--- config.mk ---
export PLATFORM = sky130hd
export DESIGN_NAME = id_ex_operand_stage
export DESIGN_NICKNAME = d
export VERILOG_FILES = /design/src/rtl/id_ex_operand_stage.sv
export SDC_FILE = /design/constraint.sdc
export NUM_CORES = 1
export LEC_CHECK = 0
export CORE_MARGIN = 8
export CORE_UTILIZATION = 51
export DETAILED_ROUTE_END_ITERATION = 7
export PLACE_DENSITY = 0.93
export SLEW_MARGIN = 5
export SYNTH_ARGS = -nofsm -noshare
export SYNTH_HDL_FRONTEND = slang
export SYNTH_SLANG_ARGS = --single-unit
--- constraint.sdc ---
create_clock -name clk -period 7.65 [get_ports clk]
set_clock_uncertainty 0.1 [all_clocks]
set_input_delay 1.53 -clock clk [delete_from_list [all_inputs] [get_ports clk]]
set_output_delay 1.53 -clock clk [all_outputs]
set_load 0.005 [all_outputs]
--- src/rtl/id_ex_operand_stage.sv ---
// id_ex_operand_stage
//   ID/EX pipeline register and operand-resolution stage that sits directly in
//   front of the ALU. It latches the decoded instruction fields and resolves the
//   ALU operands by forwarding from the EX/MEM and MEM/WB stages. It also detects
//   load-use hazards and inserts bubbles on a load-use hazard or a flush.
//
// Ports
//   clk, reset                 clock; synchronous active-high reset
//   id_*                       decoded instruction fields from the ID stage
//   stall, flush               hold / squash the stage contents
//   mem_rd_addr/_reg_write/_fwd_data   EX/MEM forwarding source
//   wb_rd_addr/_reg_write/wb_data      MEM/WB forwarding source
//   SrcA, SrcB, Operation      ALU operands and operation code
//   ex_valid, ex_rd_addr, ex_reg_write, ex_mem_read, ex_store_data
//                              EX-stage control and store data
//   load_use_hazard            combinational; upstream holds IF/ID while it is 1
module id_ex_operand_stage #(
  parameter int DATA_WIDTH    = 32,
  parameter int OPCODE_LENGTH = 4,
  parameter int REG_ADDR_W    = 5
) (
  input  logic                     clk,
  input  logic                     reset,
  input  logic                     id_valid,
  input  logic [REG_ADDR_W-1:0]    id_rs1_addr,
  input  logic [REG_ADDR_W-1:0]    id_rs2_addr,
  input  logic [DATA_WIDTH-1:0]    id_rs1_data,
  input  logic [DATA_WIDTH-1:0]    id_rs2_data,
  input  logic [DATA_WIDTH-1:0]    id_imm,
  input  logic [DATA_WIDTH-1:0]    id_pc,
  input  logic                     id_a_sel,
  input  logic                     id_b_sel,
  input  logic [OPCODE_LENGTH-1:0] id_alu_op,
  input  logic [REG_ADDR_W-1:0]    id_rd_addr,
  input  logic                     id_reg_write,
  input  logic                     id_mem_read,
  input  logic                     stall,
  input  logic                     flush,
  input  logic [REG_ADDR_W-1:0]    mem_rd_addr,
  input  logic                     mem_reg_write,
  input  logic [DATA_WIDTH-1:0]    mem_fwd_data,
  input  logic [REG_ADDR_W-1:0]    wb_rd_addr,
  input  logic                     wb_reg_write,
  input  logic [DATA_WIDTH-1:0]    wb_data,
  output logic [DATA_WIDTH-1:0]    SrcA,
  output logic [DATA_WIDTH-1:0]    SrcB,
  output logic [OPCODE_LENGTH-1:0] Operation,
  output logic                     ex_valid,
  output logic [REG_ADDR_W-1:0]    ex_rd_addr,
  output logic                     ex_reg_write,
  output logic                     ex_mem_read,
  output logic [DATA_WIDTH-1:0]    ex_store_data,
  output logic                     load_use_hazard
);

  logic                     r_valid_p1;
  logic [REG_ADDR_W-1:0]    r_rs1_addr_p1;
  logic [REG_ADDR_W-1:0]    r_rs2_addr_p1;
  logic [DATA_WIDTH-1:0]    r_rs1_data_p1;
  logic [DATA_WIDTH-1:0]    r_rs2_data_p1;
  logic [DATA_WIDTH-1:0]    r_imm_p1;
  logic [DATA_WIDTH-1:0]    r_pc_p1;
  logic                     r_a_sel_p1;
  logic                     r_b_sel_p1;
  logic [OPCODE_LENGTH-1:0] r_alu_op_p1;
  logic [REG_ADDR_W-1:0]    r_rd_addr_p1;
  logic                     r_reg_write_p1;
  logic                     r_mem_read_p1;

  logic [DATA_WIDTH-1:0]    w_fwd_rs1;
  logic [DATA_WIDTH-1:0]    w_fwd_rs2;
  logic                     w_load_use;

  // Newest producer wins: EX/MEM, then MEM/WB, then the value read in ID.
  // x0 is hard-wired to zero, so a write targeting it is never forwarded.
  function automatic logic [DATA_WIDTH-1:0] fwd_operand(
    input logic [REG_ADDR_W-1:0] rs,
    input logic [DATA_WIDTH-1:0] reg_val,
    input logic                  m_we,
    input logic [REG_ADDR_W-1:0] m_rd,
    input logic [DATA_WIDTH-1:0] m_val,
    input logic                  w_we,
    input logic [REG_ADDR_W-1:0] w_rd,
    input logic [DATA_WIDTH-1:0] w_val
  );
    logic [DATA_WIDTH-1:0] res;
    res = reg_val;
    if (m_we && (m_rd != '0) && (m_rd == rs)) begin
      res = m_val;
    end else if (w_we && (w_rd != '0) && (w_rd == rs)) begin
      res = w_val;
    end
    return res;
  endfunction

  always_comb begin
    w_fwd_rs1 = fwd_operand(r_rs1_addr_p1, r_rs1_data_p1, mem_reg_write, mem_rd_addr,
                            mem_fwd_data, wb_reg_write, wb_rd_addr, wb_data);
    w_fwd_rs2 = fwd_operand(r_rs2_addr_p1, r_rs2_data_p1, mem_reg_write, mem_rd_addr,
                            mem_fwd_data, wb_reg_write, wb_rd_addr, wb_data);
  end

  // rs2 is compared even when the instruction uses the immediate; a store
  // still needs rs2 as its data.
  assign w_load_use = r_valid_p1 && r_mem_read_p1 && (r_rd_addr_p1 != '0) && id_valid &&
                      ((id_rs1_addr == r_rd_addr_p1) || (id_rs2_addr == r_rd_addr_p1));

  // ---- ID -> EX register (p1) ----
  always_ff @(posedge clk) begin
    if (reset) begin
      r_valid_p1     <= 1'b0;
      r_rs1_addr_p1  <= '0;
      r_rs2_addr_p1  <= '0;
      r_rs1_data_p1  <= '0;
      r_rs2_data_p1  <= '0;
      r_imm_p1       <= '0;
      r_pc_p1        <= '0;
      r_a_sel_p1     <= 1'b0;
      r_b_sel_p1     <= 1'b0;
      r_alu_op_p1    <= '0;
      r_rd_addr_p1   <= '0;
      r_reg_write_p1 <= 1'b0;
      r_mem_read_p1  <= 1'b0;
    end else if (flush || (!stall && w_load_use)) begin
      // Bubble: only the fields that can cause side effects are cleared.
      r_valid_p1     <= 1'b0;
      r_alu_op_p1    <= '0;
      r_rd_addr_p1   <= '0;
      r_reg_write_p1 <= 1'b0;
      r_mem_read_p1  <= 1'b0;
    end else if (stall) begin
      // A producer may retire through WB while we are held; capture the
      // forwarded value now or it is gone once the stall releases.
      r_rs1_data_p1  <= w_fwd_rs1;
      r_rs2_data_p1  <= w_fwd_rs2;
    end else begin
      r_valid_p1     <= id_valid;
      r_rs1_addr_p1  <= id_rs1_addr;
      r_rs2_addr_p1  <= id_rs2_addr;
      r_rs1_data_p1  <= id_rs1_data;
      r_rs2_data_p1  <= id_rs2_data;
      r_imm_p1       <= id_imm;
      r_pc_p1        <= id_pc;
      r_a_sel_p1     <= id_a_sel;
      r_b_sel_p1     <= id_b_sel;
      r_alu_op_p1    <= id_alu_op;
      r_rd_addr_p1   <= id_rd_addr;
      r_reg_write_p1 <= id_reg_write;
      r_mem_read_p1  <= id_mem_read;
    end
  end

  // ---- EX operand outputs (p1, combinational) ----
  assign SrcA            = r_a_sel_p1 ? r_pc_p1  : w_fwd_rs1;
  assign SrcB            = r_b_sel_p1 ? r_imm_p1 : w_fwd_rs2;
  assign ex_store_data   = w_fwd_rs2;
  assign Operation       = r_alu_op_p1;
  assign ex_valid        = r_valid_p1;
  assign ex_rd_addr      = r_rd_addr_p1;
  assign ex_reg_write    = r_reg_write_p1;
  assign ex_mem_read     = r_mem_read_p1;
  assign load_use_hazard = w_load_use;

endmodule

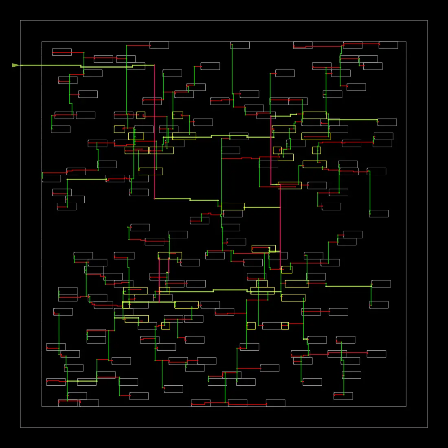
Fig. 1. Clock routing.
flip-flops: 152
Clock Buffer Count: 17
Clock Sinks: 152

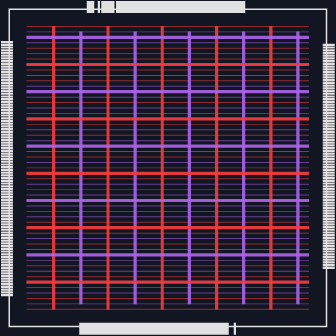
Fig. 2. Supply network.
Drawn at 2 px/um. Pins as bars on the die edge.
red -> VSS
purple -> VDD
signal pins = 341
met5 straps = 10
rows = 52
met1 rails = 53

==> results_dict.tcl <==
# flow metrics
set metrics [dict create \
    synth_simple_gate_area_share 0.179 \
    topCombFamilyByArea "AND-OR/OR-AND gates" \
    ys_sh_xor 0.0256 \
    cts_setup_buffers 0 \
    die_area_um2 24900 \
    track_usage 0.359 \
    cp.arrival_ns 5.02 \
    holdBufCountCts 0 \
    critPathLaunchType "input port" \
    dp_hpwl_um 31900 \
    ys_ff 152 \
    clk_pin_slew_ns 0.07 \
    crit_family "buffers and inverters" \
    grt_max_degree 151 \
    bufAreaShareNonClock 0.254 \
    synth.top_cells.by_count "nand2_1, dfxtp_1, o31ai_1" \
    yosys.cell_count.top_type "nand2_1" \
    syn_area_um2 10300 \
    wl_per_cell_um 25.5 \
    status "complete, no violations" \
    maxCapViolCount 0 \
    num_rows 52 \
    netlist_instances 1304 \
    tns_ns 0 \
    min_period_ns 6.65 \
    flop_cell "dfxtp_1" \
    largest_class "combinational gates" \
    chipHeight_um 158 \
    clk_latency_ns 0.43 \
    warning_count 30 \
    critPathKind "in2out" \
    critPathMaxStageDelay_ns 0.85 \
    met3_usage 0.120 \
    ys_chip_area_um2 10300 \
    fmax_mhz 150 \
    drv_slew 0 \
    synth_seq_share 0.297 \
    hold_path.class "reg2reg" \
    ant_nets 0 \
]
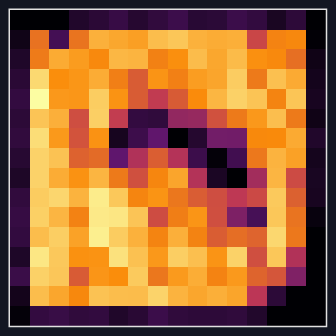
Fig. 3. Placement density heat map.
Drawn at 2 px/um. 16 x 16 tiles, from black (low) to pale yellow (high), 0 to 100% covered.
fullest tile = 100%
nearly empty tiles = 6.6%
mean over tiles = 55%

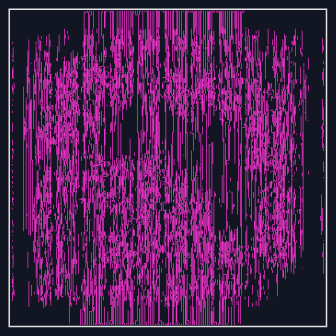
Fig. 4. Met2 routing.
Drawn at 2 px/um.
share of all routed wire = 44%
nets with wire on the layer = 1561
main direction = vertical
wire length on this layer = 20.6 mm
Vias: 12501
drt total wl: 46500 um
grt met2 use: 0.561

-- per-layer routing --
| layer | routed length (um) | part of all wire | up-vias |
|---|---|---|---|
| met2 | 20600 | 0.44 | 1017 |
| met4 | 3180 | 0.068 | 8 |
| met3 | 6270 | 0.13 | 247 |
| li1 | - | - | 5429 |
| met1 | 16300 | 0.35 | 5800 |
| met5 | 56 | 0.0012 | - |
-- stage by stage --
stage / instances / power, uW / utilization / cell area, um2 / worst slack, ns
6_report: 1820 / 2410 / 0.707 / 14100 / 0.995
5_1_grt: 1817 / 2490 / 0.707 / 14100 / 0.935
4_1_cts: 1813 / 2390 / 0.706 / 14100 / 1.17
3_5_place_dp: 1781 / 1520 / 0.676 / 13500 / 1.19
3_3_place_gp: 1781 / 1510 / 0.676 / 13500 / 1.31
2_1_floorplan: 1304 / 1180 / - / 10300 / 2.93
-- state kept, by name, indices dropped and copies added, names as in the netlist, 4 cells and up --
| register | flops |
|---|---|
| r_pc_p1 | 32 |
| r_imm_p1 | 32 |
| Operation | 4 |
| r_rs1_addr_p1 | 5 |
| r_rs1_data_p1 | 32 |
| ex_rd_addr | 5 |
| r_rs2_data_p1 | 32 |
| r_rs2_addr_p1 | 5 |
-- power groups by stage --
stage	Combinational [uW]	Clock [uW]	Sequential, uW
floorplan	309	0	875
global placement	625	0	881
detailed placement	637	0	883
CTS	641	886	866
global route	690	925	871
finish	655	883	867
-- path summary, 6_finish.rpt --
path / slack (ns) / cells past startpoint / to / from
max: 1.0 / 8 / SrcA[20] / wb_rd_addr[4]
min: 0.36 / 2 / r_pc_p1[10] / r_pc_p1[10]
max reg2reg: 3.87 / 7 / r_rs1_data_p1[27] / ex_rd_addr[0]
min reg2reg: 0.36 / 2 / r_pc_p1[10] / r_pc_p1[10]
Power figures rest on the tool's default switching activity, not on a simulated workload.
